===== config.mk =====
export PLATFORM = sky130hd
export DESIGN_NAME = audio_sample_interp
export DESIGN_NICKNAME = d
export VERILOG_FILES = /design/src/rtl/audio_sample_interp.sv
export SDC_FILE = /design/constraint.sdc
export NUM_CORES = 1
export LEC_CHECK = 0
export CAP_MARGIN = 15
export CORE_MARGIN = 4
export CORE_UTILIZATION = 60
export CTS_BUF_LIST = sky130_fd_sc_hd__clkbuf_8
export CTS_CLUSTER_SIZE = 24
export DETAILED_ROUTE_END_ITERATION = 12
export GPL_TIMING_DRIVEN = 1
export PLACE_DENSITY_LB_ADDON = 0.3
export SLEW_MARGIN = 10
export SYNTH_ARGS = -nofsm -noshare
export SYNTH_HDL_FRONTEND = slang
export SYNTH_SLANG_ARGS = --single-unit

===== constraint.sdc =====
create_clock -name clk -period 4.13 [get_ports clk]
set_input_delay 0.826 -clock clk [delete_from_list [all_inputs] [get_ports clk]]
set_output_delay 0.826 -clock clk [all_outputs]
set_load 0.005 [all_outputs]

===== src/rtl/audio_sample_interp.sv =====
// audio_sample_interp
//   Stereo sample FIFO plus linear interpolator feeding the stereo DAC.
//   Each accepted pair becomes the target of a 2^STEP_SHIFT-clock linear
//   ramp. Both channels share one FIFO, state and counter, so they move in
//   lockstep.
//
// Optional build macro: AUDIO_INTERP_MUTE_EN (adds the mute input).
//
// Ports:
//   clk       system clock
//   reset     synchronous active-high reset
//   in_l/in_r signed 16-bit input sample pair
//   in_valid  sample pair present
//   in_ready  FIFO not full (registered)
//   d_l/d_r   offset-binary outputs to the DAC (registered)
//   level     FIFO occupancy
//   underrun  one-cycle pulse: ramp finished with FIFO empty
//   mute      (AUDIO_INTERP_MUTE_EN only) force loaded targets to midscale
//
// state  | meaning
// IDLE   | no sample loaded since reset
// RAMP   | stepping accumulators toward the current target
// HOLD   | ramp done, FIFO was empty, output frozen at target
module audio_sample_interp #(
  parameter int DEPTH      = 4,
  parameter int STEP_SHIFT = 8
) (
  input  logic                     clk,
  input  logic                     reset,
  input  logic [15:0]              in_l,
  input  logic [15:0]              in_r,
  input  logic                     in_valid,
`ifdef AUDIO_INTERP_MUTE_EN
  input  logic                     mute,
`endif
  output logic                     in_ready,
  output logic [15:0]              d_l,
  output logic [15:0]              d_r,
  output logic [$clog2(DEPTH):0]   level,
  output logic                     underrun
);
  localparam int AW   = $clog2(DEPTH);
  localparam int LW   = AW + 1;
  localparam int ACCW = 16 + STEP_SHIFT;

  localparam logic [1:0] S_IDLE = 2'd0;
  localparam logic [1:0] S_RAMP = 2'd1;
  localparam logic [1:0] S_HOLD = 2'd2;

  logic [31:0]            r_mem [DEPTH];
  logic [AW-1:0]          r_wr_ptr, r_rd_ptr;
  logic [LW-1:0]          r_level;
  logic                   r_in_ready;
  logic                   r_underrun;
  logic [1:0]             r_state;
  logic [STEP_SHIFT-1:0]  r_cnt;
  logic signed [ACCW-1:0] r_acc_l, r_acc_r;
  logic signed [16:0]     r_delta_l, r_delta_r;
  logic [15:0]            r_tgt_l, r_tgt_r;
  logic [15:0]            r_d_l, r_d_r;

  logic                   w_push, w_pop, w_last;
  logic [LW-1:0]          w_level_nxt;
  logic [15:0]            w_new_l, w_new_r;
  logic signed [16:0]     w_delta_l, w_delta_r;
  logic signed [ACCW-1:0] w_acc_l_nxt, w_acc_r_nxt;

  assign w_push      = in_valid & r_in_ready;
  assign w_last      = (r_cnt == {STEP_SHIFT{1'b1}});
  // Pop only when idle/holding, or on the final step of a ramp so the next
  // ramp starts with no gap.
  assign w_pop       = (r_level != '0) && ((r_state != S_RAMP) || w_last);
  assign w_level_nxt = r_level + LW'(w_push) - LW'(w_pop);

`ifdef AUDIO_INTERP_MUTE_EN
  assign w_new_l = mute ? 16'h0000 : r_mem[r_rd_ptr][31:16];
  assign w_new_r = mute ? 16'h0000 : r_mem[r_rd_ptr][15:0];
`else
  assign w_new_l = r_mem[r_rd_ptr][31:16];
  assign w_new_r = r_mem[r_rd_ptr][15:0];
`endif

  // The current integer value at a load is always the previous target:
  // 0 after reset, or the exact endpoint reached by the finished ramp.
  assign w_delta_l = $signed({w_new_l[15], w_new_l}) - $signed({r_tgt_l[15], r_tgt_l});
  assign w_delta_r = $signed({w_new_r[15], w_new_r}) - $signed({r_tgt_r[15], r_tgt_r});

  always_comb begin
    w_acc_l_nxt = r_acc_l;
    w_acc_r_nxt = r_acc_r;
    if (w_pop) begin
      w_acc_l_nxt = $signed({r_tgt_l, {STEP_SHIFT{1'b0}}});
      w_acc_r_nxt = $signed({r_tgt_r, {STEP_SHIFT{1'b0}}});
    end else if (r_state == S_RAMP) begin
      // Adding delta 2^STEP_SHIFT times lands exactly on {target, 0}.
      w_acc_l_nxt = r_acc_l + ACCW'(r_delta_l);
      w_acc_r_nxt = r_acc_r + ACCW'(r_delta_r);
    end
  end

  always_ff @(posedge clk) begin
    if (!reset && w_push) r_mem[r_wr_ptr] <= {in_l, in_r};
  end

  always_ff @(posedge clk) begin
    if (reset) begin
      r_wr_ptr   <= '0;
      r_rd_ptr   <= '0;
      r_level    <= '0;
      r_in_ready <= 1'b1;
      r_underrun <= 1'b0;
      r_state    <= S_IDLE;
      r_cnt      <= '0;
      r_acc_l    <= '0;
      r_acc_r    <= '0;
      r_delta_l  <= '0;
      r_delta_r  <= '0;
      r_tgt_l    <= '0;
      r_tgt_r    <= '0;
      r_d_l      <= 16'h8000;
      r_d_r      <= 16'h8000;
    end else begin
      if (w_push) r_wr_ptr <= r_wr_ptr + AW'(1);
      if (w_pop)  r_rd_ptr <= r_rd_ptr + AW'(1);
      r_level    <= w_level_nxt;
      r_in_ready <= (w_level_nxt != LW'(DEPTH));
      r_underrun <= (r_state == S_RAMP) && w_last && !w_pop;
      r_acc_l    <= w_acc_l_nxt;
      r_acc_r    <= w_acc_r_nxt;
      r_d_l      <= w_acc_l_nxt[ACCW-1 -: 16] ^ 16'h8000;
      r_d_r      <= w_acc_r_nxt[ACCW-1 -: 16] ^ 16'h8000;
      if (w_pop) begin
        r_state   <= S_RAMP;
        r_cnt     <= '0;
        r_delta_l <= w_delta_l;
        r_delta_r <= w_delta_r;
        r_tgt_l   <= w_new_l;
        r_tgt_r   <= w_new_r;
      end else if (r_state == S_RAMP) begin
        r_cnt <= r_cnt + STEP_SHIFT'(1);
        if (w_last) r_state <= S_HOLD;
      end
    end
  end

  assign in_ready = r_in_ready;
  assign d_l      = r_d_l;
  assign d_r      = r_d_r;
  assign level    = r_level;
  assign underrun = r_underrun;

endmodule


**Supply network**

Pins as bars on the die edge. Tap cells in gray.
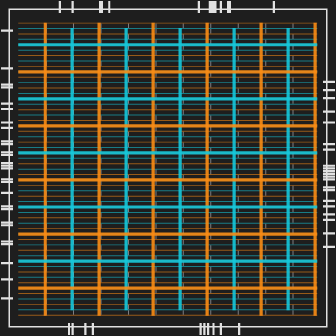
| net | color |
|---|---|
| VDD | cyan |
| VSS | orange |
met5 straps: 10
met4 straps: 11
signal pins: 72

**Placed cells, one color a class**

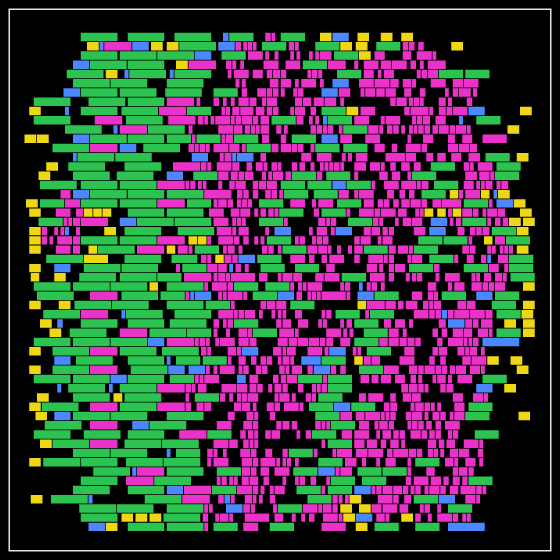
| class | color | cells | share of their area |
|---|---|---|---|
| all other logic | magenta | 973 | 44% |
| other buffers and delay cells | yellow | 90 | 5.8% |
| flip-flops | green | 265 | 44% |
| clock drivers and dummy loads | blue | 79 | 5.7% |

**Clock distribution**

Scale bar: 50 um.
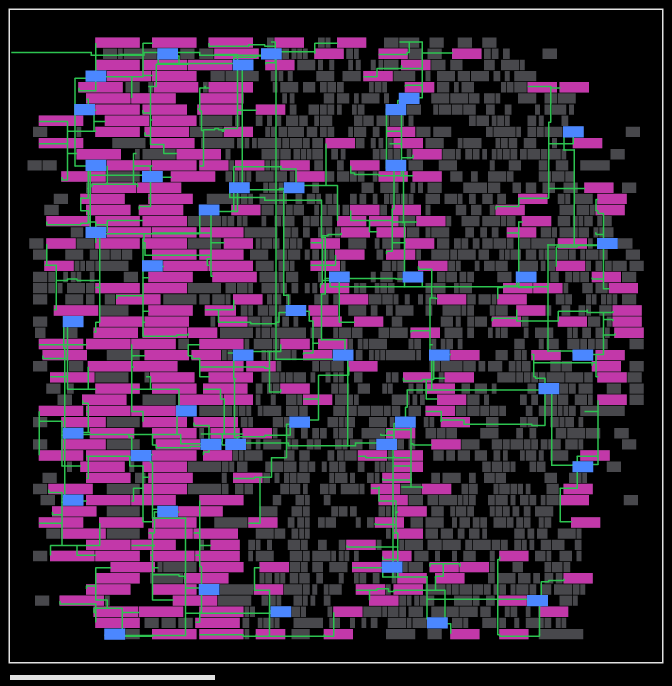
[cells driving clock nets] blue | count: 44
[flip-flops] magenta | count: 265
[clock wires] green | length: 3270 um
flops lie: spread over the die
routed clock nets: 45

**Wiring by layer**

Scale bar: 50 um.
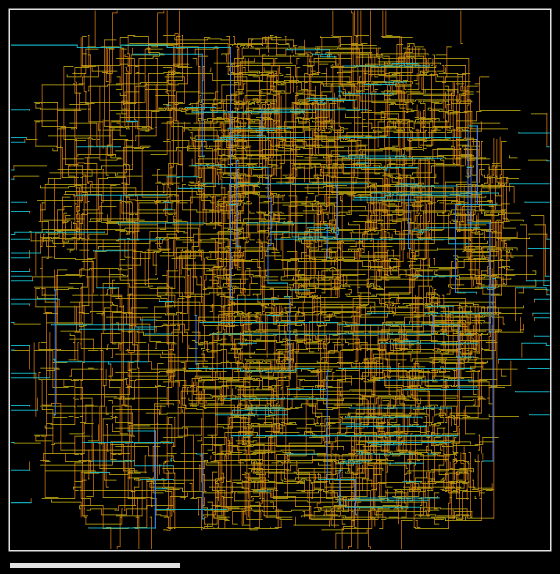
| layer | color | wire length |
|---|---|---|
| met2 | orange | 13400 um |
| met3 | cyan | 2250 um |
| met1 | yellow | 14100 um |
| met4 | blue | 589 um |

**Congestion heat map**

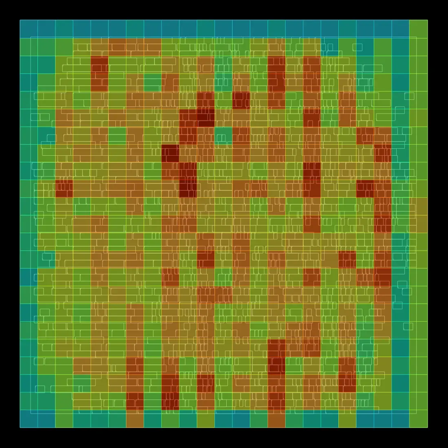
final core occ: 0.692
total track usage: 0.235
M1 GR Usage: 0.342
met3 usage: 0.0446
met2 GRT Util: 0.367

==> impl_metrics.ini <==
; generated from flow reports
[critical_path]
cp_data_arrival_time_ns = 3.80
crit_type = reg2reg
start_kind = flip-flop
path_depth = 11
path_delay_family = AND-OR/OR-AND gates
path_cells = buf_4 -> mux4_2 -> inv_1 -> fa_1 -> nor2b_1 -> o21ai_1 -> a21boi_0 -> o2111ai_1 -> nand2_1 -> o41a_1 -> o311ai_1
max_stage_delay_ns = 0.58
reg2reg_depth = 11

[power]
internal_power_uw = 6910
p_sw_frac = 0.407
powerDensity_nw_per_um2 = 762
p_comb_uw = 5590

[final_layout]
final-nonclk-buf-share = 0.0565
fillers = 1643
largest_cell_class = registers
nNetsFinal = 1499
layout_top_cells = nand2_1, dfxtp_1, edfxtp_1, a21oi_1, nor2_1
syn_to_final_growth_pct = 11.8

[sta]
fin_hold_ws_ns = 0.460
finalClockPeriodUsage = 0.813
slew_headroom = 0.409
slew_viol_final = 0
hold_viol_final = 0

[floorplan]
die_h_um = 159
io_pins = 72

[run]
cap_violations = 0

[outcome]
status = finished, final reports clean

[cts]
postCtsSetupRepairBufs = 0
cts_resized = 0
cts_tree = yes
clock-root-buffer = clkbuf_8
path_clk_slew_ns = 0.06
cts_sinks = 265

[detailed_routing]
wl_um = 30400
drtIter0Drc = 828
firstDrtPassIters = 6

[logic_synthesis]
synth_area_um2 = 13700
synth-async-reset-ratio = 0

[placed_design]
place_worst_setup_slack_ns = 0.783

[min_path]
hold_path_depth = 2
[sequential cells by signal, indices dropped and copies added, names as in the netlist, 2 cells and up, named ones only]
register,count
r_mem,128
r_wr_ptr,2
level,3
r_tgt_r,16
r_state,2
r_tgt_l,16
r_acc_l,23
r_rd_ptr,2
r_cnt,8
r_delta_l,17
r_acc_r,23
r_delta_r,17
[logic make-up after synthesis]
group	synth area share
buf+inv	0.0504
compound gates	0.155
xor+xnor	0.0423
simple gates	0.129
mux	0.0557
fa+ha+maj	0.0851
flops	0.482
[routing by layer]
metal / routed length, um / track usage / part of all wire / up-vias
met4: 589 / 0.0607 / 0.019 / 0
met2: 13400 / 0.367 / 0.44 / 338
li1: - / - / - / 4929
met3: 2250 / 0.0446 / 0.074 / 55
met5: 0 / 0 / 0 / -
met1: 14100 / 0.342 / 0.46 / 4799
